[src/rtl/sensor_stats_cmd_if.sv]
// Sensor sample, UART command and report-request signals shared by the stats block and its peers.
interface sensor_stats_cmd_if;
  logic       sample_valid;
  logic       sample_err;
  logic [7:0] i_temp;
  logic [7:0] i_humi;
  logic       rx_done;
  logic [7:0] rx_data;
  logic       temp_start;
  logic       humi_start;
  logic [7:0] o_max_temp;
  logic [7:0] o_min_temp;
  logic [7:0] o_max_humi;
  logic [7:0] o_min_humi;
  logic       o_have_data;
  logic       o_busy;

  // Producer side: sensor reader, UART receive path and report sender.
  modport master (
    output sample_valid, sample_err, i_temp, i_humi, rx_done, rx_data,
    input  temp_start, humi_start, o_max_temp, o_min_temp, o_max_humi, o_min_humi,
    input  o_have_data, o_busy
  );

  // Stats/command block side.
  modport slave (
    input  sample_valid, sample_err, i_temp, i_humi, rx_done, rx_data,
    output temp_start, humi_start, o_max_temp, o_min_temp, o_max_humi, o_min_humi,
    output o_have_data, o_busy
  );
endinterface

[src/rtl/sensor_stats_cmd.sv]
// Running max/min tracker with UART command decode and held-off report requests.
module sensor_stats_cmd #(
  parameter int unsigned HOLDOFF_CYCLES = 3_000_000
) (
  input  logic               clk,
  input  logic               reset,
  sensor_stats_cmd_if.slave  bus
);

  localparam int unsigned CNT_W   = (HOLDOFF_CYCLES > 1) ? $clog2(HOLDOFF_CYCLES) : 1;
  localparam logic [7:0]  VAL_MAX = 8'd99;

  typedef enum logic {S_IDLE, S_HOLD} state_e;

  typedef struct packed {
    logic [7:0] max_t;
    logic [7:0] min_t;
    logic [7:0] max_h;
    logic [7:0] min_h;
  } stats_t;

  state_e           state_q, state_d;
  logic [CNT_W-1:0] cnt_q, cnt_d;
  stats_t           live_q, live_d;
  stats_t           snap_q, snap_d;
  logic             have_q, have_d;
  logic             pend_t_q, pend_t_d;
  logic             pend_h_q, pend_h_d;
  logic             temp_start_q, temp_start_d;
  logic             humi_start_q, humi_start_d;
  logic             busy_q, busy_d;

  logic       cmd_t, cmd_h, cmd_c, good;
  logic [7:0] samp_t, samp_h;

  // Command decode and two-digit clamp of the incoming sample.
  always_comb begin
    cmd_t  = bus.rx_done && ((bus.rx_data == 8'h54) || (bus.rx_data == 8'h74));
    cmd_h  = bus.rx_done && ((bus.rx_data == 8'h48) || (bus.rx_data == 8'h68));
    cmd_c  = bus.rx_done && ((bus.rx_data == 8'h43) || (bus.rx_data == 8'h63));
    good   = bus.sample_valid && !bus.sample_err;
    samp_t = (bus.i_temp > VAL_MAX) ? VAL_MAX : bus.i_temp;
    samp_h = (bus.i_humi > VAL_MAX) ? VAL_MAX : bus.i_humi;
  end

  // Live stats: clear first, so a coincident good sample becomes the first sample.
  always_comb begin
    live_d = live_q;
    have_d = have_q;
    if (cmd_c) begin
      live_d = '0;
      have_d = 1'b0;
    end
    if (good) begin
      if (!have_d) begin
        live_d = '{max_t: samp_t, min_t: samp_t, max_h: samp_h, min_h: samp_h};
      end else begin
        if (samp_t > live_d.max_t) live_d.max_t = samp_t;
        if (samp_t < live_d.min_t) live_d.min_t = samp_t;
        if (samp_h > live_d.max_h) live_d.max_h = samp_h;
        if (samp_h < live_d.min_h) live_d.min_h = samp_h;
      end
      have_d = 1'b1;
    end
  end

  // Request FSM: issue from IDLE (temperature first), then hold off while the report drains.
  always_comb begin
    state_d      = state_q;
    cnt_d        = cnt_q;
    snap_d       = snap_q;
    temp_start_d = 1'b0;
    humi_start_d = 1'b0;
    pend_t_d     = pend_t_q | cmd_t;
    pend_h_d     = pend_h_q | cmd_h;
    case (state_q)
      S_IDLE: begin
        if (pend_t_q || cmd_t) begin
          temp_start_d = 1'b1;
          pend_t_d     = pend_t_q && cmd_t;
          snap_d       = live_q;
          state_d      = S_HOLD;
          cnt_d        = '0;
        end else if (pend_h_q || cmd_h) begin
          humi_start_d = 1'b1;
          pend_h_d     = pend_h_q && cmd_h;
          snap_d       = live_q;
          state_d      = S_HOLD;
          cnt_d        = '0;
        end
      end
      S_HOLD: begin
        if (cnt_q == CNT_W'(HOLDOFF_CYCLES - 1)) begin
          state_d = S_IDLE;
          cnt_d   = '0;
        end else begin
          cnt_d = cnt_q + CNT_W'(1);
        end
      end
      default: state_d = S_IDLE;
    endcase
    busy_d = (state_d == S_HOLD);
  end

  // State, stats, snapshot and output registers.
  always_ff @(posedge clk or posedge reset) begin
    if (reset) begin
      state_q      <= S_IDLE;
      cnt_q        <= '0;
      live_q       <= '0;
      snap_q       <= '0;
      have_q       <= 1'b0;
      pend_t_q     <= 1'b0;
      pend_h_q     <= 1'b0;
      temp_start_q <= 1'b0;
      humi_start_q <= 1'b0;
      busy_q       <= 1'b0;
    end else begin
      state_q      <= state_d;
      cnt_q        <= cnt_d;
      live_q       <= live_d;
      snap_q       <= snap_d;
      have_q       <= have_d;
      pend_t_q     <= pend_t_d;
      pend_h_q     <= pend_h_d;
      temp_start_q <= temp_start_d;
      humi_start_q <= humi_start_d;
      busy_q       <= busy_d;
    end
  end

  assign bus.temp_start  = temp_start_q;
  assign bus.humi_start  = humi_start_q;
  assign bus.o_max_temp  = snap_q.max_t;
  assign bus.o_min_temp  = snap_q.min_t;
  assign bus.o_max_humi  = snap_q.max_h;
  assign bus.o_min_humi  = snap_q.min_h;
  assign bus.o_have_data = have_q;
  assign bus.o_busy      = busy_q;

endmodule

[src/flat_wrapper.sv]
// flat-port wrapper written by rule: the top's interface ports become plain ports
module sensor_stats_cmd_flat 
#(
  parameter int unsigned HOLDOFF_CYCLES = 3_000_000
)
  (clk, reset, bus_sample_valid, bus_sample_err, bus_i_temp, bus_i_humi, bus_rx_done, bus_rx_data, bus_temp_start, bus_humi_start, bus_o_max_temp, bus_o_min_temp, bus_o_max_humi, bus_o_min_humi, bus_o_have_data, bus_o_busy);
  sensor_stats_cmd_if bus_i ();
  input  logic clk;
  input  logic reset;
  input wire logic [$bits(bus_i.sample_valid)-1:0] bus_sample_valid;
  input wire logic [$bits(bus_i.sample_err)-1:0] bus_sample_err;
  input wire logic [$bits(bus_i.i_temp)-1:0] bus_i_temp;
  input wire logic [$bits(bus_i.i_humi)-1:0] bus_i_humi;
  input wire logic [$bits(bus_i.rx_done)-1:0] bus_rx_done;
  input wire logic [$bits(bus_i.rx_data)-1:0] bus_rx_data;
  output wire logic [$bits(bus_i.temp_start)-1:0] bus_temp_start;
  output wire logic [$bits(bus_i.humi_start)-1:0] bus_humi_start;
  output wire logic [$bits(bus_i.o_max_temp)-1:0] bus_o_max_temp;
  output wire logic [$bits(bus_i.o_min_temp)-1:0] bus_o_min_temp;
  output wire logic [$bits(bus_i.o_max_humi)-1:0] bus_o_max_humi;
  output wire logic [$bits(bus_i.o_min_humi)-1:0] bus_o_min_humi;
  output wire logic [$bits(bus_i.o_have_data)-1:0] bus_o_have_data;
  output wire logic [$bits(bus_i.o_busy)-1:0] bus_o_busy;
  assign bus_i.sample_valid = bus_sample_valid;
  assign bus_i.sample_err = bus_sample_err;
  assign bus_i.i_temp = bus_i_temp;
  assign bus_i.i_humi = bus_i_humi;
  assign bus_i.rx_done = bus_rx_done;
  assign bus_i.rx_data = bus_rx_data;
  assign bus_temp_start = bus_i.temp_start;
  assign bus_humi_start = bus_i.humi_start;
  assign bus_o_max_temp = bus_i.o_max_temp;
  assign bus_o_min_temp = bus_i.o_min_temp;
  assign bus_o_max_humi = bus_i.o_max_humi;
  assign bus_o_min_humi = bus_i.o_min_humi;
  assign bus_o_have_data = bus_i.o_have_data;
  assign bus_o_busy = bus_i.o_busy;
  sensor_stats_cmd #(.HOLDOFF_CYCLES(HOLDOFF_CYCLES)) u_core (.clk(clk), .reset(reset), .bus(bus_i));
endmodule
[config.mk]
export PLATFORM = sky130hd
export DESIGN_NAME = sensor_stats_cmd_flat
export DESIGN_NICKNAME = d
export VERILOG_FILES = /design/src/rtl/sensor_stats_cmd_if.sv /design/src/rtl/sensor_stats_cmd.sv /design/src/flat_wrapper.sv
export SDC_FILE = /design/constraint.sdc
export NUM_CORES = 1
export LEC_CHECK = 0
export ABC_AREA = 1
export ABC_CLOCK_PERIOD_IN_PS = 8500
export CORE_MARGIN = 2
export CORE_UTILIZATION = 40
export CTS_CLUSTER_DIAMETER = 80
export DETAILED_ROUTE_END_ITERATION = 7
export GPL_TIMING_DRIVEN = 0
export PLACE_DENSITY = 0.58
export SLEW_MARGIN = 10
export SYNTH_ARGS = -nofsm -noshare
export SYNTH_HDL_FRONTEND = slang
export SYNTH_SLANG_ARGS = --single-unit
[constraint.sdc]
create_clock -name clk -period 8.5 [get_ports clk]
set_input_delay 1.7 -clock clk [delete_from_list [all_inputs] [get_ports clk]]
set_output_delay 1.7 -clock clk [all_outputs]
set_load 0.02 [all_outputs]
==> flow_summary.json <==
{
  "power_frac_comb_pct": 20.2,
  "globalRoute.totalOverflow": 0,
  "final_critical_path_setup_slack_ns": 3.78,
  "share_of_async_settable_or_async_resettable_flops_after_synthesis_pct": 100,
  "post_synthesis_cell_area_sq_mm": 0.00531,
  "rr_worst_depth": 9,
  "ctsHoldBuffers": 0,
  "cp_common_cell": "nand2_1",
  "fin_skew_ns": 0.00789,
  "dr_wl_met2_um": 6610,
  "maxCapViolations": 0,
  "cts.sink_count": 92,
  "clock_latency_ns": 0.36,
  "placedCellCount": 945,
  "h-tree-depth": 3,
  "worst_setup_hold_path_clk_slew_ns": 0.07,
  "drt_pre_antenna_iters": 5,
  "synth.avg_cell_area_sq_um": 7.57,
  "met3_usage_pct": 4.41,
  "grtUsageMet2_pct": 34.0,
  "finalClockPeriodUsage_pct": 55.5,
  "via_count_of_the_first_global_routing_pass": 4821,
  "hold_slack_ns": 0.472,
  "vdd_ir_max_mv": 0.0940,
  "rr_startpoint": "u_core.cnt_q[0]",
  "design.final.nets": 834,
  "post_cts_buffers": 0,
  "antenna_found_initial": 0,
  "placement.setup.worst_slack_ns": 3.41,
  "tns_ns": 0,
  "warnings_synthesis": 0,
  "cts-root-buf": "clkbuf_16",
  "synth_flop_count": 92,
  "fmaxAchievable_mhz": 212,
  "finalWorstPathRequiredPeriod_ns": 4.72,
  "cp_data_arrival_time_ns": 4.97,
  "slew_violations": 0,
  "worst_pin_slew_ns": 0.580,
  "insertedDiodeCount": 0,
  "hold_path_class": "flop to flop",
  "detailedRoute.firstIterationViolations": 234,
  "cp-endpoint": "u_core.live_q[22]",
  "grt_first_pass_wirelength_um": 23500,
  "routed-wl-met3_um": 562,
  "total_power_uw": 1110,
  "worstPathMaxFanout": 10,
  "timing.hold.worst_endpoint": "u_core.bus.o_min_humi[2]",
  "ant_nets": 0,
  "power.share.clock_pct": 34.9,
  "fp_rows": 42,
  "power_clock_uw": 387,
  "setup_viol": 0,
  "power-top-group": "sequential cells",
  "gpl.final_weighted_congestion": 0.831,
  "via_count": 4823,
  "syn2layout_area_growth_pct": 21.9,
  "layout_top_cells_excl_fill_tap": "nand2_1 (212), dfrtp_1 (92), inv_1 (82)",
  "dp_hpwl_um": 10500,
  "critical_path_class": "primary input to flop",
  "cpMaxStageDelayCell": "clkbuf_1",
  "cts_made_buffers": 9,
  "cell_internal_pwr_uw": 757,
  "grt_setup_unrepaired": "no",
  "yosysChipArea_sq_mm": 0.00531,
  "p_switching_uw": 350,
  "cellLeakagePower_uw": 0.00319,
  "power_density_mw_per_mm2": 171,
  "timing.critical_path.required_ns": 8.75,
  "power_frac_seq_pct": 44.9,
  "edf_count": 0,
  "post_synth_num_cell_types": 37,
  "grt_util_met1_pct": 27.2,
  "highest-signal-layer": "met4",
  "drcViolationCount": 0,
  "stdcell_count": 960,
  "design.die.area_sq_mm": 0.0142,
  "netSwitchingFraction_pct": 31.6,
  "synth_sequential_area_ratio_pct": 43.3,
  "design.core.area_sq_mm": 0.0131,
  "placedInstanceArea_sq_mm": 0.00620,
  "netlist_instances": 702,
  "clock_tree_from_tritoncts": "built",
  "stdcell_area_sq_mm": 0.00648,
  "power.combinational.total_uw": 223,
  "holdCritStartpoint": "u_core.bus.o_min_humi[2]",
  "pin_count": 65,
  "share_of_cells_above_drive_strength_1_pct": 6.89,
  "maximum_number_of_pins_on_one_net_before_global_route_repair": 55,
  "ys_dominant_reg_cell": "dfrtp_1",
  "floorplanUtilization_pct": 40.6,
  "cts_resized": 0,
  "status": "complete, no violations",
  "cp_cell_sequence": "clkdlybuf4s50_1 -> inv_1 -> nand2_1 -> nor2_2 -> nand3_4 -> buf_6 -> clkbuf_1 -> clkbuf_1 -> nand2_1 -> ha_1 -> a21oi_1 -> nor2_1 -> a211oi_1 -> nand2_2 -> nand2_4 -> nand2_1 -> nand3_1 -> nand2_1",
  "layout_top_cell_excl_fill_tap": "nand2_1"
}
## synthesized netlist by cell type (7+ instances only)
cell	count	share of area, %
dfrtp_1	92	43
nand2_2	8	0.94
inv_1	83	5.9
nand3_1	74	7.0
nor2_2	8	0.94
nand3b_1	8	1.1
a21oi_1	17	1.6
clkbuf_1	19	1.3
o21ai_0	45	4.2
nand4_1	7	0.82
nor2_1	42	3.0
nor3_1	9	0.85
ha_1	25	5.9
nand2_1	212	15
## worst register-to-register path, stage by stage (launching register included)
cell and delay [ns]:
dfrtp_1 0.39, ha_1 0.20, nand3_1 0.17, nor4_1 0.36, nand3_1 0.12, nand2_1 0.27, inv_1 0.10, clkbuf_1 0.26
o21ai_0 0.23, a21oi_1 0.06
## cell families after synthesis
| family | after synthesis | synth area share (%) |
|---|---|---|
| AND-OR/OR-AND | 83 | 8.60 |
| adder cells (fa/ha/maj) | 25 | 5.89 |
| flip-flops | 92 | 43.3 |
| XOR/XNOR | 6 | 0.989 |
| other | 1 | 0.0706 |
| AND/OR/NAND/NOR | 387 | 33.3 |
| buffers and inverters | 108 | 7.80 |
## state kept, by name (all words and copies together), names as in the netlist
name / count
u_core.bus.o_have_data: 1
u_core.live_q: 32
u_core.bus.o_max_temp: 8
u_core.pend_t_q: 1
u_core.bus.temp_start: 1
u_core.pend_h_q: 1
u_core.bus.humi_start: 1
u_core.state_q: 1
u_core.cnt_q: 22
u_core.bus.o_min_temp: 8
u_core.bus.o_max_humi: 8
u_core.bus.o_min_humi: 8
## area by class of cell
type,instances,area [sq um]
Buffer,21,87.6
Clock buffer,9,225
Clock inverter,6,47.5
Fill cell,1295,6610
Inverter,87,329
Multi-Input combinational cell,505,2610
Sequential cell,92,2300
Tap cell,176,220
Timing Repair Buffer,64,658
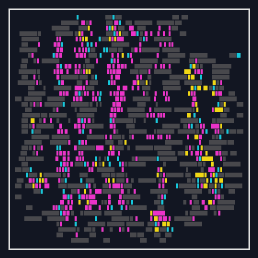
Fig. 1. Selected gate families.
Drawn at 2 px/um.
cyan -> inverters  # cells 87, where widely spread
magenta -> NAND gates  # cells 319
yellow -> NOR gates  # cells 67

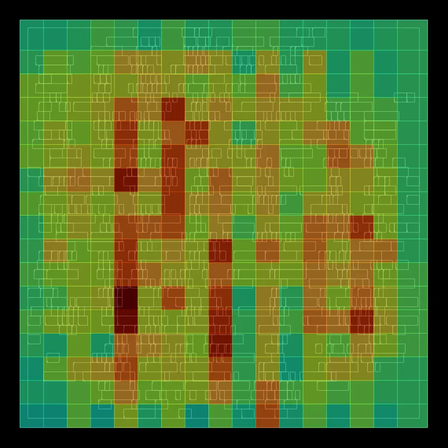
Fig. 2. Congestion heat map.
mean routed wirelength per cell: 14.5 um
most congested layer reported by global routing: met2
post-route core utilization: 49.5%
total global routing track utilization: 20.7%

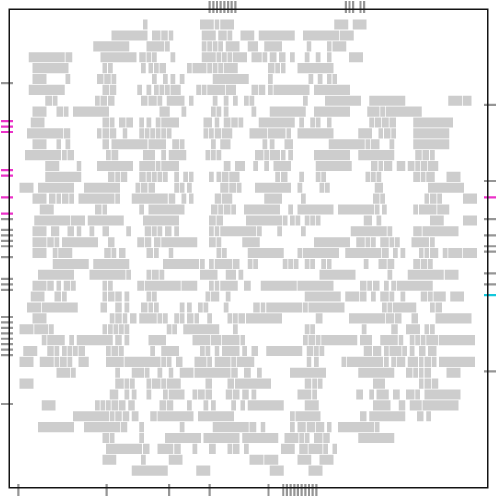
Fig. 3. Ports around the boundary.
Drawn at 4 px/um. Pins as bars across the die edge, other pins in gray.
magenta -> `bus_o_max_humi`  # pins 8, direction output, edge 7 left, 1 right
cyan -> `bus_humi_start`  # pins 1, direction output, edge right
all pins by edge = 26 left, 15 bottom, 13 top, 11 right
vertical die dimension: 119 um
floorplan die width: 119 um
IO Port Bufs: 63

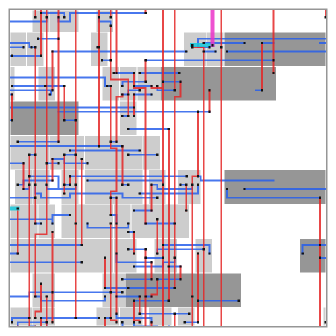
Fig. 4. A small window of the routed layout.
Region (47, 23) to (72, 48) um. Cells in gray, sequential cells in the stronger gray; small squares are vias.
magenta -> metal 4
blue -> metal 1
red -> metal 2
cyan -> metal 3
netlist names of flops here include = `u_core.live_q` (3)
sequential cells in the window = 5
cells with their middle in the window = 45
most frequent = nand2_1 (10), nand3_1 (6)

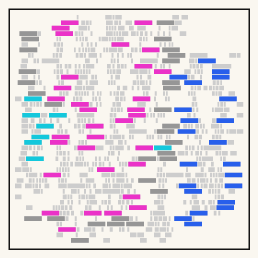
Fig. 5. Sequential cells colored by netlist name.
Drawn at 2 px/um. Other sequential cells in the stronger gray, the rest of the logic in the fainter gray.
blue -> `u_core.cnt_q`  # flops 22
magenta -> `u_core.live_q`  # flops 32
cyan -> `u_core.bus.o_min_temp`  # flops 8, where middle left
Reg area: 0.00230 sq mm
sequential share of cell area: 35.5%
power in sequential cells: 497 uW

Power is estimated from default activity; no workload was simulated.
